--- config.mk ---
export PLATFORM = sky130hd
export DESIGN_NAME = bcd_updown_counter
export DESIGN_NICKNAME = d
export VERILOG_FILES = /design/src/rtl/bcd_updown_counter.sv
export SDC_FILE = /design/constraint.sdc
export NUM_CORES = 1
export LEC_CHECK = 0
export CORE_MARGIN = 2
export CORE_UTILIZATION = 40
export CTS_BUF_LIST = sky130_fd_sc_hd__clkbuf_8
export CTS_CLUSTER_DIAMETER = 30
export CTS_CLUSTER_SIZE = 20
export DETAILED_ROUTE_END_ITERATION = 6
export HOLD_SLACK_MARGIN = 0.06
export PLACE_DENSITY = 0.79
export SLEW_MARGIN = 20
export SYNTH_ARGS = -nofsm -noshare
export SYNTH_HDL_FRONTEND = slang
export SYNTH_SLANG_ARGS = --single-unit
--- constraint.sdc ---
create_clock -name slowclk_1hz -period 2.59 [get_ports slowclk_1hz]
set_clock_uncertainty 0.15 [all_clocks]
set_input_delay 0.518 -clock slowclk_1hz [delete_from_list [all_inputs] [get_ports slowclk_1hz]]
set_output_delay 0.518 -clock slowclk_1hz [all_outputs]
set_load 0.01 [all_outputs]
--- src/rtl/bcd_updown_counter.sv ---
// Parametrised multi-digit BCD up/down counter on the 1 Hz tick, with wrap or saturate
// at the limits, a validated parallel load and a terminal-count pulse.
module bcd_updown_counter #(
    parameter int DIGITS  = 2,
    parameter int MOD     = 100,
    parameter int WRAP    = 1,
    parameter int RST_VAL = MOD - 1
) (
    input  logic                  slowclk_1hz,
    input  logic                  RST,
    input  logic                  EN,
    input  logic                  UP,
    input  logic                  LOAD,
    input  logic [4*DIGITS-1:0]   LOAD_VAL,
    output logic [4*DIGITS-1:0]   BCD,
    output logic                  TC,
    output logic                  ERR,
    output logic                  ZERO
);

    localparam int W = 4 * DIGITS;

    function automatic int pow10(input int n);
        int r;
        r = 1;
        for (int i = 0; i < n; i++) r = r * 10;
        return r;
    endfunction

    function automatic logic [W-1:0] to_bcd(input int v);
        logic [W-1:0] r;
        int           t;
        r = '0;
        t = v;
        for (int i = 0; i < DIGITS; i++) begin
            r[4*i +: 4] = 4'(t % 10);
            t = t / 10;
        end
        return r;
    endfunction

    function automatic logic [W-1:0] bcd_inc(input logic [W-1:0] v);
        logic [W-1:0] r;
        logic         c;
        r = v;
        c = 1'b1;
        for (int i = 0; i < DIGITS; i++) begin
            if (c) begin
                if (r[4*i +: 4] == 4'd9) begin
                    r[4*i +: 4] = 4'd0;
                end else begin
                    r[4*i +: 4] = r[4*i +: 4] + 4'd1;
                    c = 1'b0;
                end
            end
        end
        return r;
    endfunction

    function automatic logic [W-1:0] bcd_dec(input logic [W-1:0] v);
        logic [W-1:0] r;
        logic         b;
        r = v;
        b = 1'b1;
        for (int i = 0; i < DIGITS; i++) begin
            if (b) begin
                if (r[4*i +: 4] == 4'd0) begin
                    r[4*i +: 4] = 4'd9;
                end else begin
                    r[4*i +: 4] = r[4*i +: 4] - 4'd1;
                    b = 1'b0;
                end
            end
        end
        return r;
    endfunction

    generate
        if (DIGITS < 1 || DIGITS > 8) begin : g_bad_digits
            $error("bcd_updown_counter: DIGITS must be 1..8");
        end
        if (DIGITS >= 1 && DIGITS <= 8 && (MOD < 2 || MOD > pow10(DIGITS))) begin : g_bad_mod
            $error("bcd_updown_counter: MOD must be 2..10**DIGITS");
        end
        if (RST_VAL < 0 || RST_VAL >= MOD) begin : g_bad_rst
            $error("bcd_updown_counter: RST_VAL must be 0..MOD-1");
        end
        if (WRAP != 0 && WRAP != 1) begin : g_bad_wrap
            $error("bcd_updown_counter: WRAP must be 0 or 1");
        end
    endgenerate

    localparam logic [W-1:0] MAX_BCD = to_bcd(MOD - 1);
    localparam logic [W-1:0] RST_BCD = to_bcd(RST_VAL);

    logic [W-1:0] bcd_q, bcd_d;
    logic         tc_q, tc_d;
    logic         err_q, err_d;
    logic         digits_ok;
    logic         load_ok;
    logic         at_max, at_zero;

    // With every nibble <= 9, plain unsigned compare of packed BCD orders like the decimal value.
    always_comb begin
        digits_ok = 1'b1;
        for (int i = 0; i < DIGITS; i++) begin
            if (LOAD_VAL[4*i +: 4] > 4'd9) digits_ok = 1'b0;
        end
        load_ok = digits_ok && (LOAD_VAL <= MAX_BCD);
    end

    assign at_max  = (bcd_q == MAX_BCD);
    assign at_zero = (bcd_q == '0);

    always_comb begin
        bcd_d = bcd_q;
        err_d = err_q;
        tc_d  = 1'b0;
        if (LOAD) begin
            if (load_ok) begin
                bcd_d = LOAD_VAL;
                err_d = 1'b0;
            end else begin
                err_d = 1'b1;
            end
        end else if (EN) begin
            if (UP) begin
                if (at_max) begin
                    tc_d  = 1'b1;
                    bcd_d = (WRAP != 0) ? '0 : bcd_q;
                end else begin
                    bcd_d = bcd_inc(bcd_q);
                end
            end else begin
                if (at_zero) begin
                    tc_d  = 1'b1;
                    bcd_d = (WRAP != 0) ? MAX_BCD : bcd_q;
                end else begin
                    bcd_d = bcd_dec(bcd_q);
                end
            end
        end
    end

    always_ff @(posedge slowclk_1hz or posedge RST) begin
        if (RST) begin
            bcd_q <= RST_BCD;
            tc_q  <= 1'b0;
            err_q <= 1'b0;
        end else begin
            bcd_q <= bcd_d;
            tc_q  <= tc_d;
            err_q <= err_d;
        end
    end

    assign BCD  = bcd_q;
    assign TC   = tc_q;
    assign ERR  = err_q;
    assign ZERO = at_zero;

endmodule

Nets reached from selected ports:
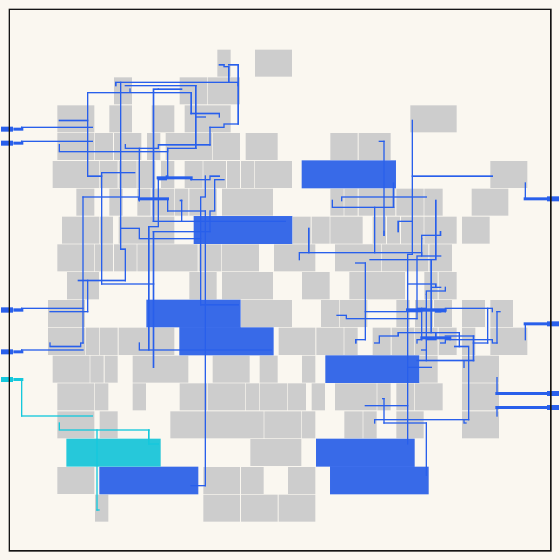
- blue: BCD (bits 8; direction output; edge 4 right, 4 left; end cells 8; buffers 10; wire 630 um)
- cyan: ERR (bits 1; direction output; edge left; end cells 1; buffers 1; wire 30.9 um)

Cells by drive strength:
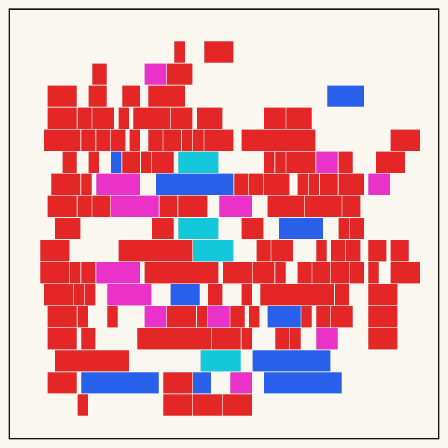
- blue: _2 cells (cells 10)
- magenta: _3 and _4 cells (cells 12)
- red: _0 and _1 cells (cells 117)
- cyan: _6 and larger (cells 4)

Routing congestion:
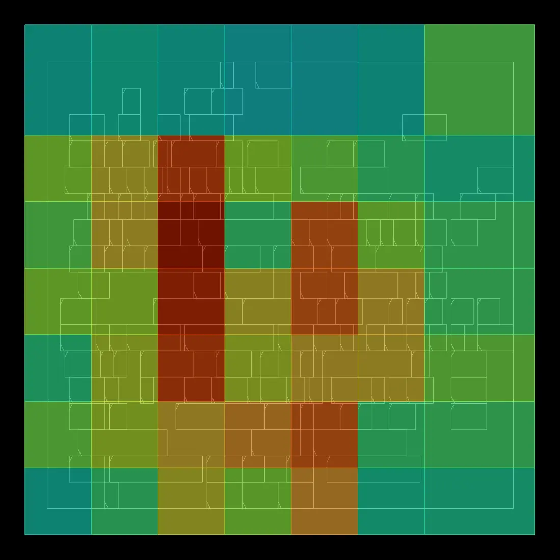
final cell utilization of the core: 0.574
wire per inst: 14.6 um

==> ci_impl_report.md <==
### Yosys + OpenROAD results

| Metric | Value |
|---|---|
| Status | complete, no violations |
| Yosys reg bits | 10 |
| Share of the yosys chip area belonging to registers | 0.268 |
| DRC Markers | 0 |
| H-tree levels | 1 |
| Vias/cell | 5.72 |
| Seq pwr share | 0.303 |
| Log Warnings | 30 |
| R2R Path Start | BCD[1]$_DFFE_PP0P_ |
| Routability-driven placement congestion ratio | just over 0.8 |
| Worst Hold Path Cells | 2 |
| Core Rows | 17 |
| Clock transition at path regs | 50 ps |
| Hpwl dp | approximately 1.9 mm |
| # IOs | 24 |
| Critical path arrival | about 1800 ps |
| Share of post-route cells with drive strength above 1 | 0.182 |
| Slew margin rel. | 0.707 |
| CTS tree | yes |
| Clk root buf | clkbuf_8 |
| Antenna Nets Post-Route | 0 |
| DR top layer | met4 |
| Reg2Reg Setup Slack | around 300 ps |
| Die Span X | 52.8 um |
| Synth Flop Type | dfrtp_1 |
| Yosys Warn Count | 0 |
| Post-synth EDFFs | 0 |
| Post-synthesis cell type count | approximately 42 |
| Int Power | 0.000604 W |
| Psw | 0.000386 W |
| Cell area after layout | about 1300 um2 |
| Synth Net Count | 137 |
| Worst path depth | 4 |
| Final worst path period share | 0.969 |
| Top-area cell share | 0.158 |
| Worst-path fanout max | 6 |
| Max-cap violations | 0 |
| Diodes inserted | 0 |
| Crit path launch type | flip-flop |
| CP bufs+invs | 2 |
| Critical Path End | ZERO |
| Cell Area, Synth | approximately 950 um2 |
==> layout make-up <==
type	count	area, um2
Multi-Input combinational cell	91	624
Tap cell	28	35.0
Sequential cell	10	255
Timing Repair Buffer	30	283
Fill cell	211	951
Inverter	8	30.0
Clock buffer	4	55.1
==> logic make-up after synthesis <==
family                     Yosys count  synth area share
and+or+nand+nor                     40             0.225
AOI/OAI and AO/OA                   39             0.269
buffers and inverters               17            0.0788
adders and majority gates            6            0.0788
muxes                                6            0.0802
DFF                                 10             0.268
==> repair_timing <==
item | CTS | global route
hold buffers | 0 | 0
setup buffers | 0 | 1
gates resized | 0 | 1
setup endpoints to repair | 0 | 1
==> registers in the layout, summed over array words and instances, names as in the netlist <==
register	count
BCD	8
ERR	1
TC	1
No activity file was given, so power comes from the tool's default toggle rates.
